Figure 1. Met1 routing.
The bar under the picture is 100 um long. Supply wires on this layer in gray.
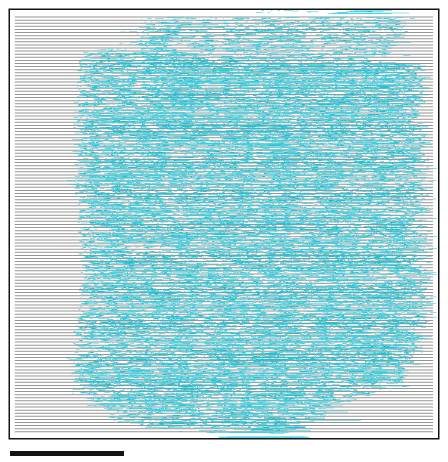
Figure 2. Signal wires on met2.
Cells faint in the background.
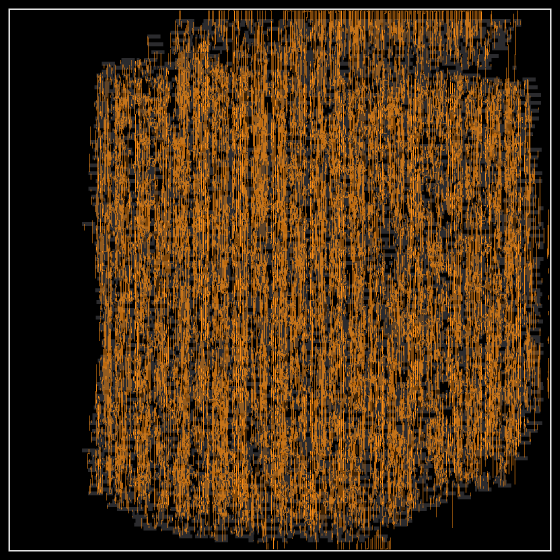
$ cat config.mk
export PLATFORM = sky130hd
export DESIGN_NAME = decode_rv_flat
export DESIGN_NICKNAME = d
export VERILOG_FILES = /design/src/rtl/decode_rv_if.sv /design/src/rtl/decode_rv.sv /design/src/flat_wrapper.sv
export SDC_FILE = /design/constraint.sdc
export NUM_CORES = 2
export LEC_CHECK = 0
export ABC_AREA = 1
export ABC_CLOCK_PERIOD_IN_PS = 4100
export CORE_MARGIN = 4
export CORE_UTILIZATION = 46
export DETAILED_ROUTE_END_ITERATION = 6
export HOLD_SLACK_MARGIN = 0.1
export PLACE_DENSITY = 0.7
export SKIP_CTS_REPAIR_TIMING = 1
export SYNTH_ARGS = -nofsm -noshare
export SYNTH_HDL_FRONTEND = slang
export SYNTH_SLANG_ARGS = --single-unit
$ cat constraint.sdc
create_clock -name clock -period 4.1 [get_ports clock]
set_input_delay 0.82 -clock clock [delete_from_list [all_inputs] [get_ports clock]]
set_output_delay 0.82 -clock clock [all_outputs]
set_load 0.05 [all_outputs]
$ cat src/rtl/decode_rv_if.sv
// Handshake and writeback bundle between fetch, decode and the ALU/writeback stage.
// The slave modport is the decode side; the master modport is the surrounding pipeline.
interface decode_rv_if;
    logic        in_valid;
    logic        in_ready;
    logic [31:0] in_instruction;
    logic [31:0] in_pc;
    logic        out_valid;
    logic        out_ready;
    logic [31:0] out_instruction;
    logic [31:0] out_pc;
    logic        register_type_alu;
    logic        immediate_type_alu;
    logic        out_illegal;
    logic [31:0] rs1_value;
    logic [31:0] rs2_value;
    logic        wb_valid;
    logic [4:0]  wb_rd;
    logic [31:0] wb_value;

    modport slave (
        input  in_valid, in_instruction, in_pc, out_ready, wb_valid, wb_rd, wb_value,
        output in_ready, out_valid, out_instruction, out_pc, register_type_alu,
               immediate_type_alu, out_illegal, rs1_value, rs2_value
    );

    modport master (
        output in_valid, in_instruction, in_pc, out_ready, wb_valid, wb_rd, wb_value,
        input  in_ready, out_valid, out_instruction, out_pc, register_type_alu,
               immediate_type_alu, out_illegal, rs1_value, rs2_value
    );
endinterface

$ cat src/rtl/decode_rv.sv
// RV32I ALU decode stage: register file with writeback bypass, RAW scoreboard
// and a single registered output slot with valid/ready flow control.
module decode_rv #(
    parameter bit SCOREBOARD_EN = 1'b1
) (
    input  logic        clock,
    input  logic        reset_n,
    decode_rv_if.slave  bus
);
    localparam logic [6:0] OP_R = 7'b0110011;
    localparam logic [6:0] OP_I = 7'b0010011;

    logic [31:0] regs_reg [32];
    logic [31:0] pending_reg;
    logic [31:0] pending_next;

    logic        out_valid_reg;
    logic [31:0] out_instruction_reg;
    logic [31:0] out_pc_reg;
    logic        r_type_reg;
    logic        i_type_reg;
    logic        illegal_reg;
    logic [31:0] rs1_value_reg;
    logic [31:0] rs2_value_reg;

    logic [6:0]  opcode;
    logic [4:0]  rd;
    logic [4:0]  rs1;
    logic [4:0]  rs2;
    logic        is_r;
    logic        is_i;
    logic        is_alu;
    logic        bypass1;
    logic        bypass2;
    logic [31:0] read1;
    logic [31:0] read2;
    logic        hazard;
    logic        ready;
    logic        accept;

    assign opcode = bus.in_instruction[6:0];
    assign rd     = bus.in_instruction[11:7];
    assign rs1    = bus.in_instruction[19:15];
    assign rs2    = bus.in_instruction[24:20];
    assign is_r   = (opcode == OP_R);
    assign is_i   = (opcode == OP_I);
    assign is_alu = is_r || is_i;

    // Writeback in the same cycle forwards straight into the operand read.
    assign bypass1 = bus.wb_valid && (bus.wb_rd == rs1) && (rs1 != 5'd0);
    assign bypass2 = bus.wb_valid && (bus.wb_rd == rs2) && (rs2 != 5'd0);
    assign read1   = (rs1 == 5'd0) ? 32'd0 : (bypass1 ? bus.wb_value : regs_reg[rs1]);
    assign read2   = (rs2 == 5'd0) ? 32'd0 : (bypass2 ? bus.wb_value : regs_reg[rs2]);

    assign hazard = SCOREBOARD_EN && bus.in_valid &&
                    ((is_alu && pending_reg[rs1] && !bypass1) ||
                     (is_r   && pending_reg[rs2] && !bypass2));

    // reset_n gates ready so nothing is taken while reset is held.
    assign ready  = reset_n && (!out_valid_reg || bus.out_ready) && !hazard;
    assign accept = bus.in_valid && ready;

    generate
        for (genvar gi = 0; gi < 32; gi++) begin : g_regfile
            always_ff @(posedge clock or negedge reset_n) begin
                if (!reset_n) begin
                    regs_reg[gi] <= '0;
                end else if (gi != 0 && bus.wb_valid && bus.wb_rd == 5'(gi)) begin
                    regs_reg[gi] <= bus.wb_value;
                end
            end
        end
    endgenerate

    // Clear first, then set, so a same-cycle set on the same register wins.
    always_comb begin
        pending_next = pending_reg;
        if (bus.wb_valid) begin
            pending_next[bus.wb_rd] = 1'b0;
        end
        if (accept && is_alu && rd != 5'd0) begin
            pending_next[rd] = 1'b1;
        end
        pending_next[0] = 1'b0;
    end

    always_ff @(posedge clock or negedge reset_n) begin
        if (!reset_n) begin
            pending_reg <= '0;
        end else begin
            pending_reg <= pending_next;
        end
    end

    always_ff @(posedge clock or negedge reset_n) begin
        if (!reset_n) begin
            out_valid_reg       <= 1'b0;
            out_instruction_reg <= '0;
            out_pc_reg          <= '0;
            r_type_reg          <= 1'b0;
            i_type_reg          <= 1'b0;
            illegal_reg         <= 1'b0;
            rs1_value_reg       <= '0;
            rs2_value_reg       <= '0;
        end else if (accept) begin
            out_valid_reg       <= 1'b1;
            out_instruction_reg <= bus.in_instruction;
            out_pc_reg          <= bus.in_pc;
            r_type_reg          <= is_r;
            i_type_reg          <= is_i;
            illegal_reg         <= !is_alu;
            rs1_value_reg       <= is_alu ? read1 : 32'd0;
            rs2_value_reg       <= is_r ? read2 : 32'd0;
        end else if (bus.out_ready) begin
            out_valid_reg       <= 1'b0;
        end
    end

    assign bus.in_ready           = ready;
    assign bus.out_valid          = out_valid_reg;
    assign bus.out_instruction    = out_instruction_reg;
    assign bus.out_pc             = out_pc_reg;
    assign bus.register_type_alu  = r_type_reg;
    assign bus.immediate_type_alu = i_type_reg;
    assign bus.out_illegal        = illegal_reg;
    assign bus.rs1_value          = rs1_value_reg;
    assign bus.rs2_value          = rs2_value_reg;
endmodule

$ cat src/flat_wrapper.sv
// flat-port wrapper written by rule: the top's interface ports become plain ports
module decode_rv_flat 
#(
    parameter bit SCOREBOARD_EN = 1'b1
)
  (clock, reset_n, bus_in_valid, bus_in_instruction, bus_in_pc, bus_out_ready, bus_wb_valid, bus_wb_rd, bus_wb_value, bus_in_ready, bus_out_valid, bus_out_instruction, bus_out_pc, bus_register_type_alu, bus_immediate_type_alu, bus_out_illegal, bus_rs1_value, bus_rs2_value);
  decode_rv_if bus_i ();
  input  logic clock;
  input  logic reset_n;
  input wire logic [$bits(bus_i.in_valid)-1:0] bus_in_valid;
  input wire logic [$bits(bus_i.in_instruction)-1:0] bus_in_instruction;
  input wire logic [$bits(bus_i.in_pc)-1:0] bus_in_pc;
  input wire logic [$bits(bus_i.out_ready)-1:0] bus_out_ready;
  input wire logic [$bits(bus_i.wb_valid)-1:0] bus_wb_valid;
  input wire logic [$bits(bus_i.wb_rd)-1:0] bus_wb_rd;
  input wire logic [$bits(bus_i.wb_value)-1:0] bus_wb_value;
  output wire logic [$bits(bus_i.in_ready)-1:0] bus_in_ready;
  output wire logic [$bits(bus_i.out_valid)-1:0] bus_out_valid;
  output wire logic [$bits(bus_i.out_instruction)-1:0] bus_out_instruction;
  output wire logic [$bits(bus_i.out_pc)-1:0] bus_out_pc;
  output wire logic [$bits(bus_i.register_type_alu)-1:0] bus_register_type_alu;
  output wire logic [$bits(bus_i.immediate_type_alu)-1:0] bus_immediate_type_alu;
  output wire logic [$bits(bus_i.out_illegal)-1:0] bus_out_illegal;
  output wire logic [$bits(bus_i.rs1_value)-1:0] bus_rs1_value;
  output wire logic [$bits(bus_i.rs2_value)-1:0] bus_rs2_value;
  assign bus_i.in_valid = bus_in_valid;
  assign bus_i.in_instruction = bus_in_instruction;
  assign bus_i.in_pc = bus_in_pc;
  assign bus_i.out_ready = bus_out_ready;
  assign bus_i.wb_valid = bus_wb_valid;
  assign bus_i.wb_rd = bus_wb_rd;
  assign bus_i.wb_value = bus_wb_value;
  assign bus_in_ready = bus_i.in_ready;
  assign bus_out_valid = bus_i.out_valid;
  assign bus_out_instruction = bus_i.out_instruction;
  assign bus_out_pc = bus_i.out_pc;
  assign bus_register_type_alu = bus_i.register_type_alu;
  assign bus_immediate_type_alu = bus_i.immediate_type_alu;
  assign bus_out_illegal = bus_i.out_illegal;
  assign bus_rs1_value = bus_i.rs1_value;
  assign bus_rs2_value = bus_i.rs2_value;
  decode_rv #(.SCOREBOARD_EN(SCOREBOARD_EN)) u_core (.clock(clock), .reset_n(reset_n), .bus(bus_i));
endmodule
==> results_dict.tcl <==
# yosys + openroad results
set metrics [dict create \
    status "finished, final reports clean" \
    portBuffers 238 \
    met1_length_mm 89.7 \
    path_cells "clkdlybuf4s50_1, inv_1, nand2_1, nand2_1, inv_2, nand2_1, nor2_1, nand2_2, nand2_1, nor2_1, nand3_1, nand2_1, a21boi_0, buf_12" \
    p_per_area_nw_per_um2 468 \
    ys_area_um2 62300 \
    dpl.hpwl_mm 128 \
    critPathLaunchType "input port" \
    rr_endpoint "u_core.bus.rs2_value[13]" \
    fill_cells 12700 \
    avgSynthCellArea_um2 7.10 \
    ant_nets 0 \
    n_clock_buffer 174 \
    aoi_share_pct 14.0 \
    p_switching_mw 10.4 \
    dieArea_um2 141000 \
    drtPass1Iterations 7 \
    sw_frac_of_total_pct 32.0 \
    drive_above_1_share_pct 4.72 \
    area_growth_pct 11.5 \
    holdPathEnd "u_core.bus.out_instruction[16]" \
    slew_violations 0 \
    seq-cell-share_pct 41.6 \
    holdPathStages 3 \
    p_int_mw 22.1 \
    synthDominantAreaCellType "dfrtp_1" \
    grt_max_degree 193 \
    cp-end-kind "output port" \
    gr-usage-met3_pct 7.29 \
    tightest_slew_ns 1.28 \
    maxCapViolations 0 \
    pg_seq_mw 14.8 \
    fp_util_pct 46.5 \
    lay_top_count "nand2_1" \
    hp-start "bus_in_instruction[16]" \
    antenna_cells 2 \
    clk_share_pct 5.85 \
    tns_ns 0 \
    core_area_um2 134000 \
    final_nets 8584 \
    layout.cells.non_filler 10300 \
    lay_top_cells "nand2_1 (2845), nand3_1 (1543), o21ai_0 (1342)" \
    syn_inst 8774 \
    buffer_area_share_pct 5.91 \
]
-- Figure 1 (at the start) --
share of all routed wire = 37%
nets with wire on the layer = 7957
longest straight run = 80.0 um
Post-Route WL: 242 mm
via count: 63200

-- Figure 2 (at the start) --
main direction = vertical
longest straight run = 160 um
wire length on this layer = 106 mm
share of all routed wire = 44%
nets with wire on the layer = 6117
Global Route met2 Usage: 51.5%

